**src/rtl/node_2to1_arb_if.sv**
```systemverilog
// ns channel bundle: one four-phase req/ack message channel.
//
// A source raises req with src/dst/dat stable, the sink raises ack, the
// source drops req, the sink drops ack.
//
// Parameters
//   ASZ  width of src/dst address fields (default `NS_ADDRESS_SIZE)
//   DSZ  width of data field             (default `NS_DATA_SIZE)
//
// Signals
//   src, dst  message source / destination address
//   dat       message data
//   req       request, driven by the source
//   ack       acknowledge, driven by the sink
//
// Modports
//   master  message source side (drives src/dst/dat/req, reads ack)
//   slave   message sink side   (reads src/dst/dat/req, drives ack)

`ifndef NS_ADDRESS_SIZE
`define NS_ADDRESS_SIZE 8
`endif
`ifndef NS_DATA_SIZE
`define NS_DATA_SIZE 16
`endif

interface node_2to1_arb_if #(
  parameter int ASZ = `NS_ADDRESS_SIZE,
  parameter int DSZ = `NS_DATA_SIZE
);
  logic [ASZ-1:0] src;
  logic [ASZ-1:0] dst;
  logic [DSZ-1:0] dat;
  logic           req;
  logic           ack;

  modport master (output src, output dst, output dat, output req, input ack);
  modport slave  (input src, input dst, input dat, input req, output ack);
endinterface

```
**src/rtl/node_2to1_arb.sv**
```systemverilog
// node_2to1_arb: two-input, one-output merge node for the ns channel network.
//
// Grants one of two four-phase input channels at a time, copies the granted
// message into a single holding register and forwards it on the output
// channel using the same four-phase protocol.
//
// Ports
//   i_clk    main clock
//   i_rst_n  asynchronous active-low reset
//   i0, i1   input channels (slave side of node_2to1_arb_if)
//   o0       output channel (master side of node_2to1_arb_if)
//   o_busy   high whenever the FSM is not IDLE
//   o_gnt    index of the most recently granted input (1 out of reset)
//   o_err    sticky protocol-error flag
//
// Build option
//   NS_ARB_FIXED_PRIO_EN  when defined, ties always go to input 0;
//                         otherwise ties alternate round-robin on o_gnt.
//
// State    | meaning
// ---------+------------------------------------------------------------
// IDLE     | no transfer; grant the next pending input
// ACK_IN   | winner's ack high, waiting for winner to drop req
// SEND     | o0_req high with the held message, waiting for o0_ack
// RET      | o0_req low, waiting for o0_ack to return low

`ifndef NS_ADDRESS_SIZE
`define NS_ADDRESS_SIZE 8
`endif
`ifndef NS_DATA_SIZE
`define NS_DATA_SIZE 16
`endif

module node_2to1_arb #(
  parameter int ASZ = `NS_ADDRESS_SIZE,
  parameter int DSZ = `NS_DATA_SIZE
) (
  input  logic            i_clk,
  input  logic            i_rst_n,
  node_2to1_arb_if.slave  i0,
  node_2to1_arb_if.slave  i1,
  node_2to1_arb_if.master o0,
  output logic            o_busy,
  output logic            o_gnt,
  output logic            o_err
);

  typedef enum logic [1:0] {
    ST_IDLE   = 2'd0,
    ST_ACK_IN = 2'd1,
    ST_SEND   = 2'd2,
    ST_RET    = 2'd3
  } state_t;

  state_t         state_q, state_d;
  logic [1:0]     ack_q, ack_d;
  logic           oreq_q, oreq_d;
  logic [ASZ-1:0] src_q, src_d;
  logic [ASZ-1:0] dst_q, dst_d;
  logic [DSZ-1:0] dat_q, dat_d;
  logic           gnt_q, gnt_d;
  logic           err_q, err_d;
  logic           busy_q, busy_d;

  logic [1:0]     pend;
  logic           win;
  logic           win_req;

  always_comb begin
    state_d = state_q;
    ack_d   = ack_q;
    oreq_d  = oreq_q;
    src_d   = src_q;
    dst_d   = dst_q;
    dat_d   = dat_q;
    gnt_d   = gnt_q;
    err_d   = err_q;

    // A request only counts as new while its ack is low.
    pend = {i1.req & ~ack_q[1], i0.req & ~ack_q[0]};

`ifdef NS_ARB_FIXED_PRIO_EN
    win = ~pend[0];
`else
    // Tie goes to the input that did not win last time.
    win = (pend == 2'b11) ? ~gnt_q : pend[1];
`endif

    // gnt_q names the input currently being served once we leave IDLE.
    win_req = gnt_q ? i1.req : i0.req;

    case (state_q)
      ST_IDLE: begin
        if (|pend) begin
          ack_d   = win ? 2'b10 : 2'b01;
          src_d   = win ? i1.src : i0.src;
          dst_d   = win ? i1.dst : i0.dst;
          dat_d   = win ? i1.dat : i0.dat;
          gnt_d   = win;
          state_d = ST_ACK_IN;
        end
      end
      ST_ACK_IN: begin
        if (!win_req) begin
          ack_d   = 2'b00;
          oreq_d  = 1'b1;
          state_d = ST_SEND;
        end
      end
      ST_SEND: begin
        if (o0.ack) begin
          oreq_d  = 1'b0;
          state_d = ST_RET;
        end
      end
      ST_RET: begin
        if (!o0.ack) begin
          state_d = ST_IDLE;
        end
      end
      default: begin
        state_d = ST_IDLE;
      end
    endcase

    // Output ack before we asked, or the served input re-requesting before
    // the node has returned to IDLE to re-grant it.
    if ((state_q == ST_IDLE || state_q == ST_ACK_IN) && o0.ack) begin
      err_d = 1'b1;
    end
    if ((state_q == ST_SEND || state_q == ST_RET) && win_req) begin
      err_d = 1'b1;
    end

    busy_d = (state_d != ST_IDLE);
  end

  always_ff @(posedge i_clk or negedge i_rst_n) begin
    if (!i_rst_n) begin
      state_q <= ST_IDLE;
      ack_q   <= 2'b00;
      oreq_q  <= 1'b0;
      src_q   <= '0;
      dst_q   <= '0;
      dat_q   <= '0;
      gnt_q   <= 1'b1;
      err_q   <= 1'b0;
      busy_q  <= 1'b0;
    end else begin
      state_q <= state_d;
      ack_q   <= ack_d;
      oreq_q  <= oreq_d;
      src_q   <= src_d;
      dst_q   <= dst_d;
      dat_q   <= dat_d;
      gnt_q   <= gnt_d;
      err_q   <= err_d;
      busy_q  <= busy_d;
    end
  end

  assign i0.ack = ack_q[0];
  assign i1.ack = ack_q[1];
  assign o0.req = oreq_q;
  assign o0.src = src_q;
  assign o0.dst = dst_q;
  assign o0.dat = dat_q;
  assign o_busy = busy_q;
  assign o_gnt  = gnt_q;
  assign o_err  = err_q;

endmodule

```
**src/flat_wrapper.sv**
```systemverilog
// flat-port wrapper written by rule: the top's interface ports become plain ports
module node_2to1_arb_flat 
#(
  parameter int ASZ = `NS_ADDRESS_SIZE,
  parameter int DSZ = `NS_DATA_SIZE
)
  (i_clk, i_rst_n, o_busy, o_gnt, o_err, i0_src, i0_dst, i0_dat, i0_req, i0_ack, i1_src, i1_dst, i1_dat, i1_req, i1_ack, o0_src, o0_dst, o0_dat, o0_req, o0_ack);
  node_2to1_arb_if #(.ASZ(ASZ), .DSZ(DSZ)) i0_i ();
  node_2to1_arb_if #(.ASZ(ASZ), .DSZ(DSZ)) i1_i ();
  node_2to1_arb_if #(.ASZ(ASZ), .DSZ(DSZ)) o0_i ();
  input  logic i_clk;
  input  logic i_rst_n;
  output logic o_busy;
  output logic o_gnt;
  output logic o_err;
  input wire logic [$bits(i0_i.src)-1:0] i0_src;
  input wire logic [$bits(i0_i.dst)-1:0] i0_dst;
  input wire logic [$bits(i0_i.dat)-1:0] i0_dat;
  input wire logic [$bits(i0_i.req)-1:0] i0_req;
  output wire logic [$bits(i0_i.ack)-1:0] i0_ack;
  input wire logic [$bits(i1_i.src)-1:0] i1_src;
  input wire logic [$bits(i1_i.dst)-1:0] i1_dst;
  input wire logic [$bits(i1_i.dat)-1:0] i1_dat;
  input wire logic [$bits(i1_i.req)-1:0] i1_req;
  output wire logic [$bits(i1_i.ack)-1:0] i1_ack;
  output wire logic [$bits(o0_i.src)-1:0] o0_src;
  output wire logic [$bits(o0_i.dst)-1:0] o0_dst;
  output wire logic [$bits(o0_i.dat)-1:0] o0_dat;
  output wire logic [$bits(o0_i.req)-1:0] o0_req;
  input wire logic [$bits(o0_i.ack)-1:0] o0_ack;
  assign i0_i.src = i0_src;
  assign i0_i.dst = i0_dst;
  assign i0_i.dat = i0_dat;
  assign i0_i.req = i0_req;
  assign i0_ack = i0_i.ack;
  assign i1_i.src = i1_src;
  assign i1_i.dst = i1_dst;
  assign i1_i.dat = i1_dat;
  assign i1_i.req = i1_req;
  assign i1_ack = i1_i.ack;
  assign o0_src = o0_i.src;
  assign o0_dst = o0_i.dst;
  assign o0_dat = o0_i.dat;
  assign o0_req = o0_i.req;
  assign o0_i.ack = o0_ack;
  node_2to1_arb #(.ASZ(ASZ), .DSZ(DSZ)) u_core (.i_clk(i_clk), .i_rst_n(i_rst_n), .i0(i0_i), .i1(i1_i), .o0(o0_i), .o_busy(o_busy), .o_gnt(o_gnt), .o_err(o_err));
endmodule
```
**config.mk**
```make
export PLATFORM = sky130hd
export DESIGN_NAME = node_2to1_arb_flat
export DESIGN_NICKNAME = d
export VERILOG_FILES = /design/src/rtl/node_2to1_arb_if.sv /design/src/rtl/node_2to1_arb.sv /design/src/flat_wrapper.sv
export SDC_FILE = /design/constraint.sdc
export NUM_CORES = 1
export LEC_CHECK = 0
export CAP_MARGIN = 25
export CORE_ASPECT_RATIO = 0.7
export CORE_MARGIN = 2
export CORE_UTILIZATION = 41
export DETAILED_ROUTE_END_ITERATION = 16
export PLACE_DENSITY = 0.85
export SLEW_MARGIN = 20
export SYNTH_ARGS = -nofsm -noshare
export SYNTH_HDL_FRONTEND = slang
export SYNTH_SLANG_ARGS = --single-unit
```
**constraint.sdc**
```tcl
create_clock -name i_clk -period 4.2 [get_ports i_clk]
set_clock_uncertainty 0.05 [all_clocks]
set_input_delay 1.26 -clock i_clk [delete_from_list [all_inputs] [get_ports i_clk]]
set_output_delay 1.26 -clock i_clk [all_outputs]
set_load 0.01 [all_outputs]
```
==> summary.txt, run 1 <==
Results of the full flow below.

Place:
- Note, the detailed placer reported a final HPWL of 3.779 mm.
- The run puts the worst slack at placement at 992.2 ps.
- The buffer_ports step reported a buffer count of 106.
- The run gives the number of placed cells counting well taps as 358.
- After its last routability iteration, the placer logged a weighted congestion of 0.8238.

Hold path:
- In the hold report, the worst path ends at u_core.o_err$_DFFE_PN0P_.
- The worst hold path belongs to the class register to register.
- For the worst min-delay path, the startpoint reported by OpenROAD is u_core.o_err$_DFFE_PN0P_.
- The run gives the cell count of the worst hold path as 1.

Worst setup path:
- Listed in order, past its start point the critical path passes clkdlybuf4s50_1 > nor2b_4 > and2_1 > buf_4 > nand2_1 > a31oi_1.
- In the setup report, the worst path falls into the class input pin to register.
- The run gives the nature of the critical path startpoint as an input pin.
- Per the timing report, the most critical flop-to-flop path originates at u_core.ack_q[1]$_DFFE_PN0P_.
- The run gives the sum of buffers and inverters on the critical path as 2.
- The worst setup path is captured at a register.
- The run gives the required time at the endpoint of the critical path as 4350 ps.
- The run gives the highest cell delay on the worst timing path as around 530 ps.
- Counting cells, the worst reg-to-reg path comes to 5.
- The run gives the capture point of the worst reg-to-reg path as u_core.o0.dat[11]$_DFFE_PN0P_.
- Per STA, the worst path accumulates the most delay in the family buffers and inverters.
- The run puts the maximum fanout encountered on the critical timing path at 19.
- The run gives the reg-to-reg setup timing slack as between 2000 and 2500 ps.
- According to the timing report, the arrival time at the worst endpoint equals 3070 ps.
- Among all stages on the critical path, the largest delay is contributed by and2_1.

Global routing:
- The run puts the remaining global-route overflow at 0.
- The run gives the global-route wire length before repair as 7.893 mm.
- The number of global-route vias before repair is between 1500 and 2000.
- The run gives the initial antenna violation count as 0.
- The run puts the pin count of the biggest net entering global routing at 41.

Job:
- The run gives the tally of max-capacitance violations as 0.
- The run puts the number of warnings the tools reported at 26.

Clock network:
- The run puts the clock latency of the later-clocked register in the worst-skew pair at between 200 and 300 ps.
- The post-CTS hold buffer count recorded in the log is 0.
- The run gives the CTS sink count as 40.
- The cell sitting at the root of the clock tree is a clkbuf_8.
- The run puts the level count of the clock H-tree at 2.
- TritonCTS built the clock tree.
- The run puts the clock tree buffer depth at 2.
- The run gives the post-CTS setup buffer count as 0.
- The run puts the number of CTS-inserted buffers at 5.
- The registers of the reported paths see a clock transition of 70 ps.
- The run puts the post-cts sizing count at 0.

Routing:
- The run gives the sum of routed wire length over all layers as 5.218 mm.
- Summing over every cut layer, the via total after detailed routing is 1838.
- The run gives the number of violations reported at the end of detailed-routing iteration 0 as 114.
- The run puts the per-cell routed wire length at around 14 um.
- The run puts the detailed-routing iteration count for the pre-antenna-repair pass at 4.
- The run gives the ratio of routed vias to standard cells as 5.022.
- The run gives the number of routed nets with antenna violations as 0.
- The run puts the post-route DRC violation count at 0.

Yosys:
- The run gives the synthesis-stage register bit count as 40.
- The run gives the synthesis warning total as 0.
- The run puts the sequential fraction of the synthesis area at between 50% and 60%.
- The netlist uses 25 different library cells.
- The run puts the number of standard cells after synthesis at 210.
- The run gives the number of cell instances after yosys synthesis as 210.
- The synthesized netlist has a Yosys-reported chip area of a little under 2000 um2.
- The run puts the net count after synthesis at 279.
- In this run the cell area of the synthesized design comes to 1928 um2.
- The run gives the average size of a mapped cell as about 9.2 um2.

Timing:
- The run puts the minimum clock period after layout at 2923 ps.
- At the pin with the least slew margin, the transition time is 888.9 ps.
- The run gives the final critical-path setup slack as 1277 ps.
- The run gives the hold violation count in the final report as 0.
- The run gives the upper clock frequency limit as 342.1 MHz.
- The run gives the worst slew slack as a fraction of its limit as 40.74%.
- Setup repair after global routing left no endpoint under its margin.
- Max-slew check failures listed in the final report amount to 0.
- Summed over all failing endpoints, the final setup total negative slack is 0 ps.
- For this run, the final setup violation count is recorded as 0.
- The final critical path takes up 69.59% of the cycle.

Power:
- Power spread over the standard cell area amounts to 663.2 nW/um2.
- IR analysis of the VDD net gives a maximum drop of 0.4435 mV.
- The run gives the static leakage as 0.001253 uW.

Finish:
- The number of antenna diodes in the final layout is 0.
- By instance count after routing, the leading logic cell types are 105 x clkdlybuf4s50_1, 68 x nand2_1, 39 x dfrtp_1.
- The post-route netlist has 8.039% of its cells at a drive strength greater than 1.
- The run gives the number of standard cells in the layout, taps in and fillers out as 366.
- The run puts the number of nets in the layout at 379.

Die:
- The run gives the width of the die as 85.97 um.
- The floorplan step set the die height to 61.38 um.
- The run gives the I/O pin total as 107.
- The run puts the total die area at 5276 um2.
- The run gives the fraction of the core area occupied by cells at floorplan as 43.53%.
- Per the OpenROAD floorplan log, the area of the core is around 4400 um2.
- For reference, the placement row count at floorplan is 20.

Status:
- The run finished with clean final reports.
run 1: synthesized netlist by cell type, drive strengths merged:
cell type / number / area [um2]
nand2b: 2 / 12.51
a31oi: 32 / 262.8
a21o: 1 / 7.510
dfstp: 1 / 26.28
nor2b: 5 / 38.78
nand2: 68 / 255.2
mux2i: 1 / 10.01
o21ai: 1 / 5.000
and2: 1 / 6.260
o21a: 1 / 7.510
mux2: 2 / 22.52
buf: 15 / 112.6
dfrtp: 39 / 975.9
clkbuf: 1 / 7.510
a211o: 1 / 8.760
nand3b: 1 / 7.510
a221o: 1 / 10.01
a22o: 2 / 17.52
nor2: 35 / 133.9
run 1: per-stage QoR:
stage               utilization [%]  area [um2]  hold slack (ps)  power (uW)
CTS                           69.07        3059            448.1        2046
finish                        69.07        3059            450.1        2029
global placement              67.03        2969            408.2        1746
floorplan                         -        1928            454.8        1297
global route                  69.07        3059            451.3        2162
detailed placement            67.03        2969            426.8        1784
run 1: state kept, by name, indices dropped and copies added (netlist names):
name and count:
u_core.o_gnt 1, u_core.o0.dst 8, u_core.o_err 1, u_core.o0.src 8
u_core.state_q 2, u_core.o0.dat 16, u_core.o_busy 1, u_core.ack_q 2
u_core.o0.req 1
run 1: logic make-up (layout without fill, tap and decap cells):
kind of cell	after synthesis	in the layout	synth area share [%]
multiplexers	3	3	1.687
buffers and inverters	16	117	6.230
AND-OR/OR-AND	39	39	16.55
AND/OR/NAND/NOR	112	112	23.56
flip-flops	40	40	51.98
run 1: power by group:
| group | internal (uW) | switching, uW | total (uW) | leakage [uW] |
|---|---|---|---|---|
| combinational | 571 | 498 | 1070 | 0.000761 |
| sequential | 580 | 121 | 701 | 0.000447 |
| clock | 134 | 125 | 259 | 0.0000455 |
| total | 1290 | 744 | 2030 | 0.00125 |
run 1: worst max path at each step:
| stage | from | endpoint | cells past startpoint |
|---|---|---|---|
| after floorplan | i1_req | u_core.state_q[0]$_DFF_PN0_ | 5 |
| after global placement | i1_req | u_core.o0.src[4]$_DFFE_PN0P_ | 6 |
| after detailed placement | i1_req | u_core.o0.dat[11]$_DFFE_PN0P_ | 6 |
| after CTS | i1_req | u_core.o0.dat[11]$_DFFE_PN0P_ | 6 |
| after global routing | i0_req | u_core.o0.src[2]$_DFFE_PN0P_ | 6 |
| final | i1_req | u_core.o0.dat[11]$_DFFE_PN0P_ | 6 |
run 1: layer usage:
layer	GRT usage, %	share of wire (%)	up-vias
met5	0	0	-
met4	4.535	0.65	0
met3	7.239	9.5	4
met2	30.79	45	78
met1	25.96	45	860
li1	-	-	896
run 1: final cells by class:
class	count	area, um2
repair buffers	109	1091
well taps	55	68.82
clock buffers	8	90.09
multi-input cells	154	807.0
fillers	336	1370
flip-flops and latches	40	1002
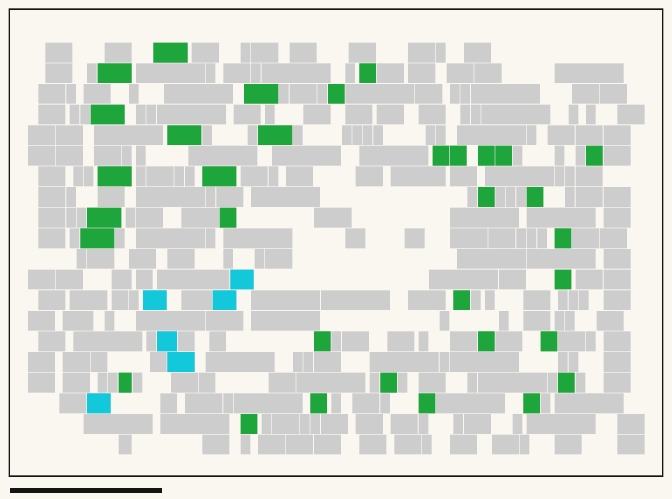
Fig. 1. Gate-type map (run 1).
Bar = 20 um.
legend:
  green:
    family: aoi and oai cells
    cells: 33
    where: spread over the die
  cyan:
    family: non-inverting ao/oa cells
    cells: 6
multi-input gate share of the layout cell area: 26.38%
Top cell excl fill/tap: clkdlybuf4s50_1

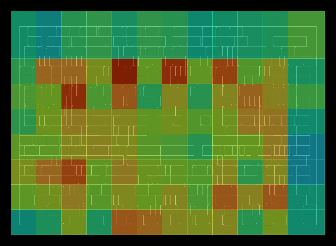
Fig. 2. Congestion heat map (run 1).
met2 track demand over resource: 30.79%
peak-usage layer in the global routing report: met2

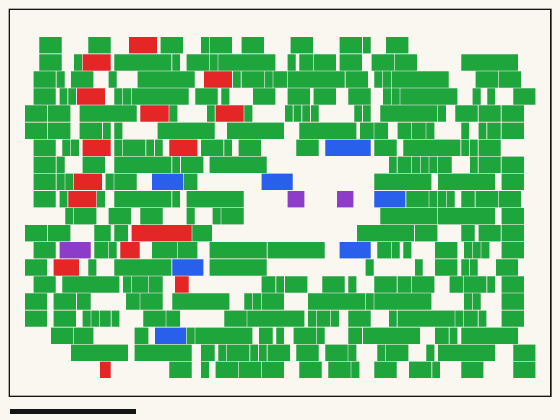
Fig. 3. Cell sizes after repair (run 1).
Bar = 20 um.
legend:
  red:
    size: x2
    cells: 15
    most_used: a31oi_2
  purple:
    size: x3 and x4
    cells: 3
    most_used: buf_4
  blue:
    size: x6 and larger
    cells: 7
    most_used: clkbuf_8
  green:
    size: x1 and smaller
    cells: 286
    most_used: clkdlybuf4s50_1
design area: 3059 um2
buffers outside the clock class: 109
P&R area growth vs syn: 58.66%

Fig. 4: run 1, cells colored by class
Bar = 20 um.
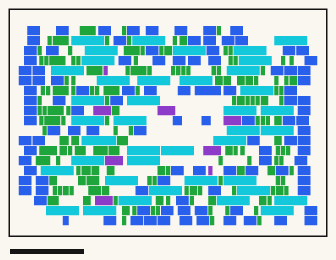

==> run 2, diff against run 1 <==
--- a/config.mk
+++ b/config.mk
@@ -8,9 +8,9 @@
 export CAP_MARGIN = 25
 export CORE_ASPECT_RATIO = 0.7
 export CORE_MARGIN = 2
-export CORE_UTILIZATION = 41
+export CORE_UTILIZATION = 38
 export DETAILED_ROUTE_END_ITERATION = 16
-export PLACE_DENSITY = 0.85
+export PLACE_DENSITY = 0.79
 export SLEW_MARGIN = 20
 export SYNTH_ARGS = -nofsm -noshare
 export SYNTH_HDL_FRONTEND = slang
==> constraint.sdc (replaced) <==
create_clock -name i_clk -period 2.75 [get_ports i_clk]
set_clock_uncertainty 0.05 [all_clocks]
set_input_delay 0.825 -clock i_clk [delete_from_list [all_inputs] [get_ports i_clk]]
set_output_delay 0.825 -clock i_clk [all_outputs]
set_load 0.01 [all_outputs]
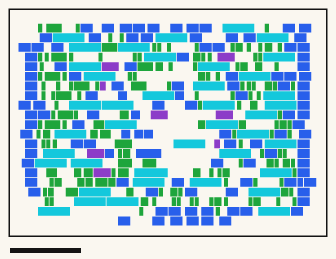
Fig. 5. Cells colored by class (run 2).
Bar = 20 um.
legend:
  cyan:
    class: registers
    cells: 40
    share_of_their_area: 33%
  green:
    class: remaining logic cells
    cells: 154
    share_of_their_area: 27%
  blue:
    class: remaining buffers and delay cells
    cells: 114
    share_of_their_area: 37%
  purple:
    class: clock drivers and dummy loads
    cells: 8
    share_of_their_area: 3.1%
utilization of the core after routing: 64.47%
core region area: 4835 um2
sequential share of cell area: 32.16%
design area: 3117 um2

==> run 2 against run 1 <==
Cell area is 1.9% higher. Setup slack worse by 800 ps. Register-to-register slack worse by 1200 ps. Critical path depth is 5 lower. Clock power is 56% higher. Critical endpoint is now o_gnt. Utilization is 4.6 points lower. Highest routed layer unchanged.
==> summary.txt, run 2 <==
Results of the full flow below.

Status:
- The flow ran to the end, and the final reports show no timing, DRC or antenna violations.

Timing:
- The run puts the final setup violation count at 0 (unchanged).
- In the finished design, the share of the clock period the worst path needs comes to 82.62%.
- Timing would allow up to 440.1 MHz.
- Setup repair after global routing left no endpoint under its margin.
- The run gives the final max-slew violation count as 0 (unchanged).

Finish:
- The run gives the number of flip-flops under the largest register name as 16 (unchanged).
- In the layout the commonest cells are 105 x clkdlybuf4s50_1, 68 x nand2_1, 39 x dfrtp_1.
- The flow measured a signed area growth from synthesis to layout of 61.65%.
- The fraction of final layout cells sized beyond drive strength 1 was 10.13% (+2.1 points).
- The multi-input logic area was 807.0 um2 (unchanged).
- The most common logic cell in the final layout is clkdlybuf4s50_1.
- The number of fillers in the final layout is 455 (+35%).

Clock network:
- The clock latency of the later-clocked register in the worst-skew pair is 290 ps (about the same).
- The run puts the post-CTS setup buffer count at 0 (unchanged).
- The run gives the number of buffers inserted for hold repair after clock tree synthesis as 0 (unchanged).
- The run gives the clock tree from TritonCTS as built.
- The number of CTS-inserted buffers was 5 (unchanged).
- The run gives the CTS sink count as 40 (unchanged).
- The run gives the post-cts sizing count as 0 (unchanged).
- Clock tree synthesis selected as its root buffer the cell clkbuf_8.
- The run puts the clock transition at the register clock pins on the worst setup and hold paths after CTS at 80 ps (about the same).

Yosys:
- The run gives the unique cell type count in the Yosys netlist as 25 (unchanged).
- The sequential fraction of the synthesis area was 51.98% (unchanged).
- The synthesis run shows the most used standard cells to be 68 x nand2_1, 39 x dfrtp_1, 34 x nor2_1.
- The run gives the synthesis warning total as 0 (unchanged).
- The main area contributors are dfrtp_1 51%, nand2_1 13%, a31oi_1 7.1%, nor2_1 6.6%, a31oi_2 6.5%.
- Sorting the Yosys area breakdown by cell type puts at the top dfrtp_1.
- The run puts the number of cell instances after yosys synthesis at 210 (unchanged).
- The synthesis stats list as the most numerous cell nand2_1.
- The run gives the predominant post-synthesis flop cell as dfrtp_1.
- The run puts the net count after synthesis at 279 (unchanged).
- The run gives the synthesis-stage register bit count as 40 (unchanged).
- The total cell area reported by yosys after synthesis was 1928 um2 (unchanged).
- The run gives the average size of a mapped cell as 9.181 um2 (unchanged).
- The run puts the share of Yosys cell area claimed by the top area cell type at 50.62% (unchanged).
- The run gives the post-synthesis cell area as 1928 um2 (unchanged).
- The run puts the number of synthesized flops with an enable pin at 0 (unchanged).

Routing:
- The sum of routed wire length over all layers came to 5.222 mm (about the same).
- The run gives the overall via count from detail_route as 1817 (-1.1%).
- The per-cell routed wire length came to 13.56 um (-4.9%).
- The run gives the ratio of routed vias to standard cells as 4.719 (-6.0%).
- The detailed-routing iteration count for the pre-antenna-repair pass came to 4 (unchanged).
- The number of routed nets with antenna violations was 0 (unchanged).

Worst setup path:
- The number of cells on the critical path came to 1 (-5).
- The depth of the worst register-to-register path was 5 (unchanged).
- The required time at the endpoint of the critical path was 1880 ps (-2470 ps).
- Looking at the reg2reg group, the worst path ends at u_core.o0.dat[10]$_DFFE_PN0P_.
- The run gives the nature of the critical path startpoint as a register.
- The slowest stage of the critical path is the dfstp_2 cell.
- For reference, the critical path cell chain is clkdlybuf4s50_1.
- The launch point of the critical path was reported as u_core.o_gnt$_DFFE_PN1P_.
- The run puts the sum of buffers and inverters on the critical path at 1 (-1).
- The run gives the maximum fanout encountered on the critical timing path as 4 (-15).
- For the worst reg-to-reg path, the startpoint reported by OpenROAD is u_core.o_gnt$_DFFE_PN1P_.
- The run gives the reg-to-reg setup timing slack as 1130 ps (-1180 ps).
- The highest cell delay on the worst timing path is 570 ps (+40 ps).

Die:
- The width of the die came to 89.14 um (+3.7%).
- The run puts the total die area at 5669 um2 (+7.4%).
- The die height is 63.60 um (+3.6%).
- The I/O pin total was 107 (unchanged).

Place:
- The run gives the placed wire-length estimate as 3.888 mm (+2.9%).
- The run puts the number of buffers inserted by port buffering at 106 (unchanged).
- The run gives the weighted congestion reported at the end of routability-driven placement as 0.7669 (-6.9%).

Global routing:
- The number of global-route vias before repair came to 1755 (+1.2%).
- The run gives the global-route wire length before repair as 8.038 mm (+1.8%).
- The run puts the initial antenna violation count at 0 (unchanged).

Power:
- The static leakage was 0.001283 uW (+2.4%).
- The largest voltage drop on the vdd net came to 0.4059 mV (-8.5%).

Job:
- The run puts the tally of max-capacitance violations at 0 (unchanged).
- The run gives the number of warnings the tools reported as 26 (unchanged).
-- run 2: cell type report --
type	instances	area share [%]
repair buffers	114	36.21
clock buffers	6	2.650
clock inverters	2	0.3212
multi-input cells	154	25.89
well taps	69	2.770
flip-flops and latches	40	32.16
-- run 2: power by group --
group	internal, uW	switching, uW
clock network	200	205
logic	893	755
registers	885	179
total	1980	1140
-- run 2: stage by stage --
stage	std cells	setup WS (ps)	hold WS, ps	total power [uW]	utilization, %
after floorplan	210	963.5	454.8	1981	-
after global placement	377	421.9	408.7	2694	62.55
after detailed placement	377	307.2	410.7	2747	62.55
after CTS	385	456.1	433.6	3161	64.47
after global routing	385	442.3	450.5	3356	64.47
final	385	478.0	428.6	3117	64.47
-- run 2: layer usage --
metal | routed length (um) | track usage [%]
met1 | 2375 | 23.49
met2 | 2283 | 29.91
met3 | 525 | 6.815
met4 | 37 | 5.037
met5 | 0 | 0
-- run 2: cells by family after synthesis --
kind of cell	after synthesis	synth area share, %
flops	40	51.98
simple gates	112	23.56
buf+inv	16	6.230
mux	3	1.687
compound gates	39	16.55
-- run 2: worst min path at each step --
| stage | start | endpoint | slack, ps | cells after the start |
|---|---|---|---|---|
| 3_3_place_gp | u_core.o_err$_DFFE_PN0P_ | u_core.o_err$_DFFE_PN0P_ | 410 | 1 |
| 2_1_floorplan | u_core.o_err$_DFFE_PN0P_ | u_core.o_err$_DFFE_PN0P_ | 450 | 1 |
| 3_5_place_dp | u_core.o_err$_DFFE_PN0P_ | u_core.o_err$_DFFE_PN0P_ | 410 | 1 |
| 4_1_cts | u_core.o_err$_DFFE_PN0P_ | u_core.o_err$_DFFE_PN0P_ | 430 | 1 |
| 5_1_grt | u_core.o_err$_DFFE_PN0P_ | u_core.o_err$_DFFE_PN0P_ | 450 | 1 |
| 6_report | u_core.o_err$_DFFE_PN0P_ | u_core.o_err$_DFFE_PN0P_ | 430 | 1 |
Power figures rest on the tool's default switching activity, not on a simulated workload.
